`src/rtl/lamp_pkg.sv`:
```
`default_nettype none
// ---------------------------------------------------------------------------
// Module : lamp_pkg
// Brief  : lamp colour codes, monitor state encoding and colour successor.
// Rev    : 1.0 - initial release
// ---------------------------------------------------------------------------
package lamp_pkg;

  typedef enum logic [2:0] {
    NONE   = 3'b000,
    YELLOW = 3'b001,
    GREEN  = 3'b010,
    RED    = 3'b100
  } colour_e;

  typedef enum logic [1:0] {
    HUNT    = 2'd0,
    LOCKING = 2'd1,
    LOCKED  = 2'd2
  } state_e;

  function automatic colour_e next_colour(input colour_e c);
    case (c)
      RED:     next_colour = GREEN;
      GREEN:   next_colour = YELLOW;
      YELLOW:  next_colour = RED;
      default: next_colour = NONE;
    endcase
  endfunction

  function automatic logic is_valid(input logic [2:0] code);
    return (code == RED) || (code == GREEN) || (code == YELLOW);
  endfunction

endpackage
`default_nettype wire

```
`src/rtl/lamp_sat_counter.sv`:
```
`default_nettype none
// ---------------------------------------------------------------------------
// Module : lamp_sat_counter
// Brief  : statistics counter, wrapping or saturating on increment.
// Rev    : 1.0 - initial release
// ---------------------------------------------------------------------------
module lamp_sat_counter #(
  parameter int W        = 8,
  parameter bit SATURATE = 1'b0
) (
  input  logic         clk,
  input  logic         rst,
  input  logic         inc,
  output logic [W-1:0] count
);

  logic [W-1:0] r_count;

  always_ff @(posedge clk or posedge rst) begin
    if (rst) begin
      r_count <= '0;
    end else if (inc && !(SATURATE && (&r_count))) begin
      r_count <= r_count + 1'b1;
    end
  end

  assign count = r_count;

endmodule
`default_nettype wire

```
`src/rtl/lamp_sequence_monitor.sv`:
```
`default_nettype none
// ---------------------------------------------------------------------------
// Module : lamp_sequence_monitor
// Brief  : tracks RED-GREEN-YELLOW lamp order and dwell, flags violations.
// Rev    : 1.0 - initial release
// ---------------------------------------------------------------------------
module lamp_sequence_monitor
  import lamp_pkg::*;
#(
  parameter int MIN_DWELL = 1,
  parameter int MAX_DWELL = 1,
  parameter int LOCK_CNT  = 3,
  parameter int CW        = 8
) (
  input  logic          clk,
  input  logic          rst,
  input  logic          en,
  input  logic [2:0]    light,
  output logic          locked,
  output logic          code_err,
  output logic          seq_err,
  output logic          dwell_err,
  output logic [CW-1:0] cycle_count,
  output logic [CW-1:0] err_count
);

  localparam int DMAX = (MAX_DWELL > MIN_DWELL) ? MAX_DWELL : MIN_DWELL;
  localparam int DW   = $clog2(DMAX + 2);
  localparam int PW   = $clog2(LOCK_CNT + 1);

  localparam logic [DW-1:0] C_MIN  = DW'(MIN_DWELL);
  localparam logic [DW-1:0] C_MAX  = DW'(MAX_DWELL);
  localparam logic [PW-1:0] C_LOCK = PW'(LOCK_CNT);

  state_e        r_state, w_state;
  colour_e       r_last, w_last;
  logic [DW-1:0] r_dwell, w_dwell;
  logic [PW-1:0] r_prog, w_prog;
  logic          r_locked, r_code_err, r_seq_err, r_dwell_err;
  logic          w_code_err, w_seq_err, w_dwell_err, w_cycle;

  colour_e       w_col;
  logic          w_hold, w_legal, w_too_long, w_too_short;
  logic [DW-1:0] w_dwell_inc;
  logic [PW-1:0] w_prog_inc;

  assign w_col       = colour_e'(light);
  assign w_hold      = (w_col == r_last);
  assign w_legal     = (next_colour(r_last) == w_col);
  assign w_dwell_inc = (&r_dwell) ? r_dwell : r_dwell + 1'b1;
  assign w_prog_inc  = r_prog + 1'b1;
  // a hold is only too long if the incremented dwell would exceed the bound
  assign w_too_long  = (r_dwell >= C_MAX);
  assign w_too_short = (r_dwell < C_MIN);

  always_comb begin
    w_state     = r_state;
    w_last      = r_last;
    w_dwell     = r_dwell;
    w_prog      = r_prog;
    w_code_err  = 1'b0;
    w_seq_err   = 1'b0;
    w_dwell_err = 1'b0;
    w_cycle     = 1'b0;
    if (en) begin
      if (!is_valid(light)) begin
        w_code_err = 1'b1;
        w_state    = HUNT;
        w_prog     = '0;
      end else begin
        case (r_state)
          HUNT: begin
            w_last  = w_col;
            w_dwell = DW'(1);
            w_prog  = '0;
            w_state = LOCKING;
          end
          LOCKING: begin
            if (w_hold) begin
              w_dwell = w_dwell_inc;
              if (w_too_long) w_prog = '0;
            end else begin
              w_last  = w_col;
              w_dwell = DW'(1);
              if (w_legal && !w_too_short) begin
                if (w_prog_inc == C_LOCK) begin
                  w_state = LOCKED;
                  w_prog  = '0;
                end else begin
                  w_prog = w_prog_inc;
                end
              end else begin
                w_prog = '0;
              end
            end
          end
          LOCKED: begin
            if (w_hold) begin
              w_dwell = w_dwell_inc;
              if (w_too_long) begin
                w_dwell_err = 1'b1;
                w_state     = LOCKING;
                w_prog      = '0;
              end
            end else if (!w_legal) begin
              w_seq_err = 1'b1;
              w_state   = HUNT;
              w_last    = w_col;
              w_dwell   = DW'(1);
              w_prog    = '0;
            end else begin
              w_last  = w_col;
              w_dwell = DW'(1);
              if (w_too_short) begin
                w_dwell_err = 1'b1;
                w_state     = LOCKING;
                w_prog      = '0;
              end else if (r_last == YELLOW) begin
                w_cycle = 1'b1;
              end
            end
          end
          default: begin
            w_state = HUNT;
            w_prog  = '0;
          end
        endcase
      end
    end
  end

  always_ff @(posedge clk or posedge rst) begin
    if (rst) begin
      r_state     <= HUNT;
      r_last      <= NONE;
      r_dwell     <= '0;
      r_prog      <= '0;
      r_locked    <= 1'b0;
      r_code_err  <= 1'b0;
      r_seq_err   <= 1'b0;
      r_dwell_err <= 1'b0;
    end else begin
      r_state     <= w_state;
      r_last      <= w_last;
      r_dwell     <= w_dwell;
      r_prog      <= w_prog;
      r_locked    <= (w_state == LOCKED);
      r_code_err  <= w_code_err;
      r_seq_err   <= w_seq_err;
      r_dwell_err <= w_dwell_err;
    end
  end

  lamp_sat_counter #(.W(CW), .SATURATE(1'b0)) u_cycle_cnt (
    .clk   (clk),
    .rst   (rst),
    .inc   (w_cycle),
    .count (cycle_count)
  );

  lamp_sat_counter #(.W(CW), .SATURATE(1'b1)) u_err_cnt (
    .clk   (clk),
    .rst   (rst),
    .inc   (w_code_err | w_seq_err | w_dwell_err),
    .count (err_count)
  );

  assign locked    = r_locked;
  assign code_err  = r_code_err;
  assign seq_err   = r_seq_err;
  assign dwell_err = r_dwell_err;

endmodule
`default_nettype wire

```
`config.mk`:
```
export PLATFORM = sky130hd
export DESIGN_NAME = lamp_sequence_monitor
export DESIGN_NICKNAME = d
export VERILOG_FILES = /design/src/rtl/lamp_pkg.sv /design/src/rtl/lamp_sat_counter.sv /design/src/rtl/lamp_sequence_monitor.sv
export SDC_FILE = /design/constraint.sdc
export NUM_CORES = 1
export LEC_CHECK = 0
export CAP_MARGIN = 40
export CORE_MARGIN = 2
export CORE_UTILIZATION = 40
export CTS_CLUSTER_SIZE = 25
export DETAILED_ROUTE_END_ITERATION = 7
export GPL_TIMING_DRIVEN = 0
export HOLD_SLACK_MARGIN = 0.03
export PLACE_DENSITY_LB_ADDON = 0.15
export SYNTH_ARGS = -nofsm -noshare
export SYNTH_HDL_FRONTEND = slang
export SYNTH_HIERARCHICAL = 1
export SYNTH_SLANG_ARGS = --single-unit
```
`constraint.sdc`:
```
create_clock -name clk -period 3.5 [get_ports clk]
set_input_delay 0.7 -clock clk [delete_from_list [all_inputs] [get_ports clk]]
set_output_delay 0.7 -clock clk [all_outputs]
set_load 0.1 [all_outputs]
```
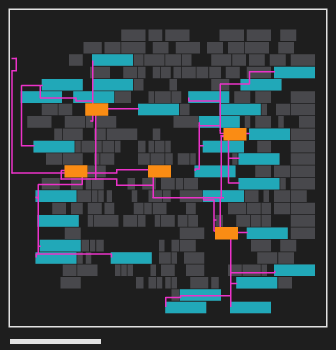
Figure 1: clock wires, drivers and flops.
The bar under the picture is 20 um long.
[clock wires] magenta | length: 387 um
[flip-flops] cyan | count: 29
[clock drivers] orange | count: 5
flops lie: all over the die
routed clock nets: 6
clk pwr: 263 uW
clk_lat worst skew: 0.28 ns
Clk pwr share: 0.197
Max Clock Skew: 0.003931 ns

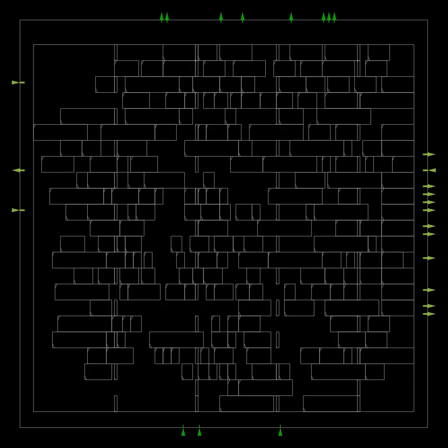
Figure 2: cell placement.
Layout Utilization: 0.5905
flop share of the area: 0.3029
registers: 29
# Taps: 50

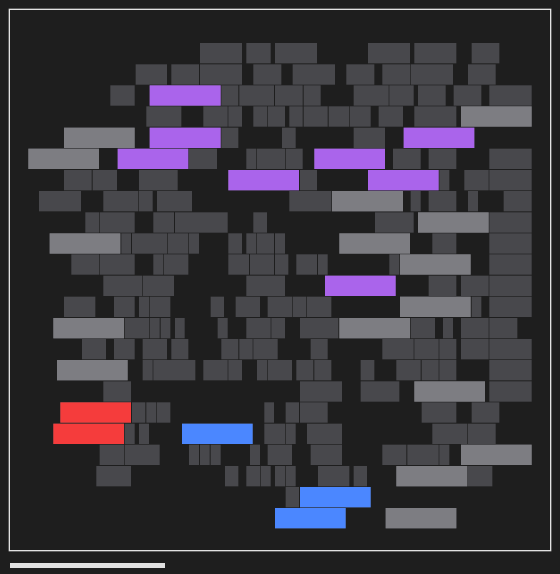
Figure 3: register map, names as in the netlist.
The bar under the picture is 20 um long.
| signal | color | flops |
|---|---|---|
| r_last | blue | 3 |
| u_err_cnt/count | purple | 8 |
| r_dwell | red | 2 |
not colored: 16
seq pwr: 441 uW
register area: 725.7 sq um

==> impl_metrics.py <==
# Synthesis and PnR figures
metrics = {
    "cts": {
        "ctsHoldBuffers": 0,
        "post_cts_resize_count": 0,
        "cts_buffer_depth": 2,
        "post_cts_buffers": 0,
        "cts_made_buffers": 5,
        "cts_tree": "done",
        "htree_levels": 2,
        "root_buffer": "clkbuf_8",
        "clk_pin_slew_worst_paths_ns": 0.06,
        "cts.sinks": 29,
    },
    "die": {
        "core-area_sq_mm": 0.004058,
        "die_width_um": 69.49,
        "fp_util": 0.4228,
        "top_level_ports": 26,
        "die_h_um": 69.49,
        "core.rowCount": 23,
        "dieArea_sq_mm": 0.004828,
    },
    "logic_synthesis": {
        "edf_count": 0,
        "netlist.area_leader.share": 0.4230,
        "ys.flop_type": "dfrtp_1",
        "syn-num-nets": 177,
        "yosysChipArea_sq_mm": 0.001715,
        "topCellsByArea": "dfrtp_1, ha_1, xnor2_1",
        "synth_cells": 163,
        "synth_cell_types": 54,
        "synth-seq-cells": 29,
        "yosysTopAreaCell": "dfrtp_1",
        "ys_warn_count": 6,
        "async_flop_share": 1.000,
        "syn-cell-area_sq_mm": 0.001715,
        "ys_cells": 163,
        "syn_area_per_cell_sq_um": 10.52,
        "ys_seq_frac": 0.4230,
    },
    "sta": {
        "maxSlewViolCount": 0,
        "min_period_ns": 2.772,
        "rsz0062_at_grt": "no",
        "fin_setup_tns_ns": 0,
        "hold_viol_final": 0,
        "fmax_mhz": 360.8,
        "hold_ws_ns": 0.4911,
        "setup_viol": 0,
        "period_used_share": 0.7920,
        "worst_pin_slew_ns": 0.5681,
        "slew_headroom": 0.6209,
    },
    "detailed_routing": {
        "via_per_inst": 5.148,
        "dr.pass1.iters": 4,
        "initialDrtViolationCount": 56,
        "wl_per_cell_um": 13.68,
        "vias": 1359,
        "ant_nets": 0,
        "drc": 0,
        "routed_wl_um": 3611,
    },
    "setup_path": {
        "critPathTopFamily": "simple AND/OR/NAND/NOR gates",
        "crit_path_cell_trace": "nand2b_1 > or4b_4 > o21ai_1 > nand2_1 > nor4_1 > clkdlybuf4s15_2 > nand4_2 > nor3_2 > xor2_1",
        "cp.arrival_ns": 2.98,
        "critical-path-max-stage-delay_ns": 0.50,
        "worstSetupEndpointType": "flop",
        "cp_num_buf_inv": 1,
        "crit_type": "reg -> reg",
        "startpoint_type": "flop",
        "slowest_stage": "or4b_4",
        "worstPathMaxFanout": 6,
        "cp_data_required_time_ns": 3.71,
    },
    "global_route": {
        "antenna_found_initial": 0,
        "grt_pass1_vias": 1409,
        "grtUsageMet3": 0.04070,
        "grt_max_degree": 14,
        "groute.usage.overall": 0.1676,
        "busiest_layer": "met2",
        "grt.overflow.total": 0,
        "met2_usage": 0.2660,
        "grt_pass1_wl_um": 6430,
        "met1_usage": 0.2184,
    },
    "pwr": {
        "p_int_uw": 754.4,
        "totalPowerFinal_mw": 1.338,
        "p_leak_nw": 1.048,
        "combPwrFrac": 0.473,
        "pwr_density_cell_mw_per_mm2": 558.5,
        "p_sw_uw": 583.7,
        "vdd_ir_drop_max_uv": 289.0,
        "power.switching_fraction": 0.4362,
        "seq_power_share": 0.330,
    },
    "layout": {
        "drive_above_1_share": 0.2477,
        "final_area_sq_mm": 0.002396,
        "n_antenna_cell": 0,
        "nNetsFinal": 227,
        "fillers": 322,
        "mi_logic_area_sq_um": 914.6,
        "syn_to_final_growth_pct": 39.68,
    },
    "min_path": {
        "hp-class": "reg -> reg",
    },
    "outcome": {
        "status": "completed",
    },
    "placed_design": {
        "port-buffer-count": 22,
        "hpwlAfterDp_um": 2852,
        "place_area_sq_mm": 0.002310,
        "finalWeightedCongestion": 0.8110,
    },
    "job": {
        "warning_count": 30,
        "drv_cap": 0,
    },
}
[cell type report]
class / count / area share
flip-flops and latches: 29 / 0.3029
plain buffers: 5 / 0.01253
clock buffers: 5 / 0.02872
inverters: 12 / 0.01880
clock inverters: 3 / 0.007311
repair buffers: 43 / 0.2219
multi-input cells: 117 / 0.3817
well taps: 50 / 0.02611
[sequential cells by signal (all words and copies together) (netlist names)]
| signal | cells |
|---|---|
| u_err_cnt/count | 8 |
| r_state | 2 |
| u_cycle_cnt/count | 8 |
| dwell_err | 1 |
| r_last | 3 |
| locked | 1 |
| r_dwell | 2 |
| r_prog | 2 |
| seq_err | 1 |
| code_err | 1 |
[power groups by stage]
stage	sequential, mW	clock [mW]	combinational [mW]
after floorplan	0.694	0	0.153
after global placement	0.443	0	0.514
after detailed placement	0.447	0	0.636
after CTS	0.442	0.273	0.638
after global routing	0.451	0.293	0.669
final	0.441	0.263	0.634
[routing by layer]
metal	vias up	routed length [um]	share of wire
li1	679	-	-
met1	639	1689	0.47
met2	35	1738	0.48
met3	6	130	0.036
met4	0	54	0.015
met5	-	0	0
[layout by cell type, fill, tap and decap left out, types with 5 or more instances in the layout]
cell             synthesis  layout
buf_8                    0      20
xnor2_1                 10      10
clkdlybuf4s50_1          0      22
nand2_1                 15      15
clkbuf_8                 0       5
nand3_1                  6       6
xor2_1                   6       6
dfrtp_1                 29      29
inv_1                   12      12
ha_1                     8       8
nor2_1                   5       5
[per-stage QoR]
| step | instances | setup WS, ns | util |
|---|---|---|---|
| global route | 264 | 0.4473 | 0.5905 |
| detailed placement | 256 | 0.5090 | 0.5692 |
| CTS | 264 | 0.7490 | 0.5905 |
| floorplan | 163 | 0.5502 | - |
| global placement | 235 | 0.1923 | 0.4924 |
| finish | 264 | 0.7282 | 0.5905 |
[final timing paths]
check	from	end	slack, ns	depth (start not counted)
max	r_last[1]	u_cycle_cnt/count[7]	0.73	9
max reg2reg	r_last[1]	u_cycle_cnt/count[7]	0.73	9
min reg2reg	u_cycle_cnt/count[7]	u_cycle_cnt/count[7]	0.49	1
min in group asynchronous	rst	u_err_cnt/count[4]	0.73	2
max in group asynchronous	rst	r_prog[0]	2.29	2
min	u_cycle_cnt/count[7]	u_cycle_cnt/count[7]	0.49	1
[kinds of logic after synthesis]
family | count (synthesis) | share of synthesized area
compound gates | 29 | 0.1255
xor+xnor | 16 | 0.08169
fa+ha+maj | 9 | 0.06492
buf+inv | 17 | 0.04376
flops | 29 | 0.4231
mux | 6 | 0.04011
simple gates | 57 | 0.2210
[Yosys cell counts (2+ instances only)]
cell and n:
nand3_1 6, nor3b_1 2, nand4_1 4, xnor2_1 10, ha_1 8, and4_1 2, a31oi_1 3, nand2_1 15
a22o_1 2, inv_1 12, xor2_1 6, buf_2 3, o21ai_1 2, and4bb_2 2, o211ai_1 2, o21ai_0 4
a21oi_1 4, dfrtp_1 29, nor2_1 5, mux2_2 2, nand2b_1 3, nor4b_1 2, o21ai_2 2, nand4_2 2
mux2i_1 2
Power figures rest on the tool's default switching activity, not on a simulated workload.
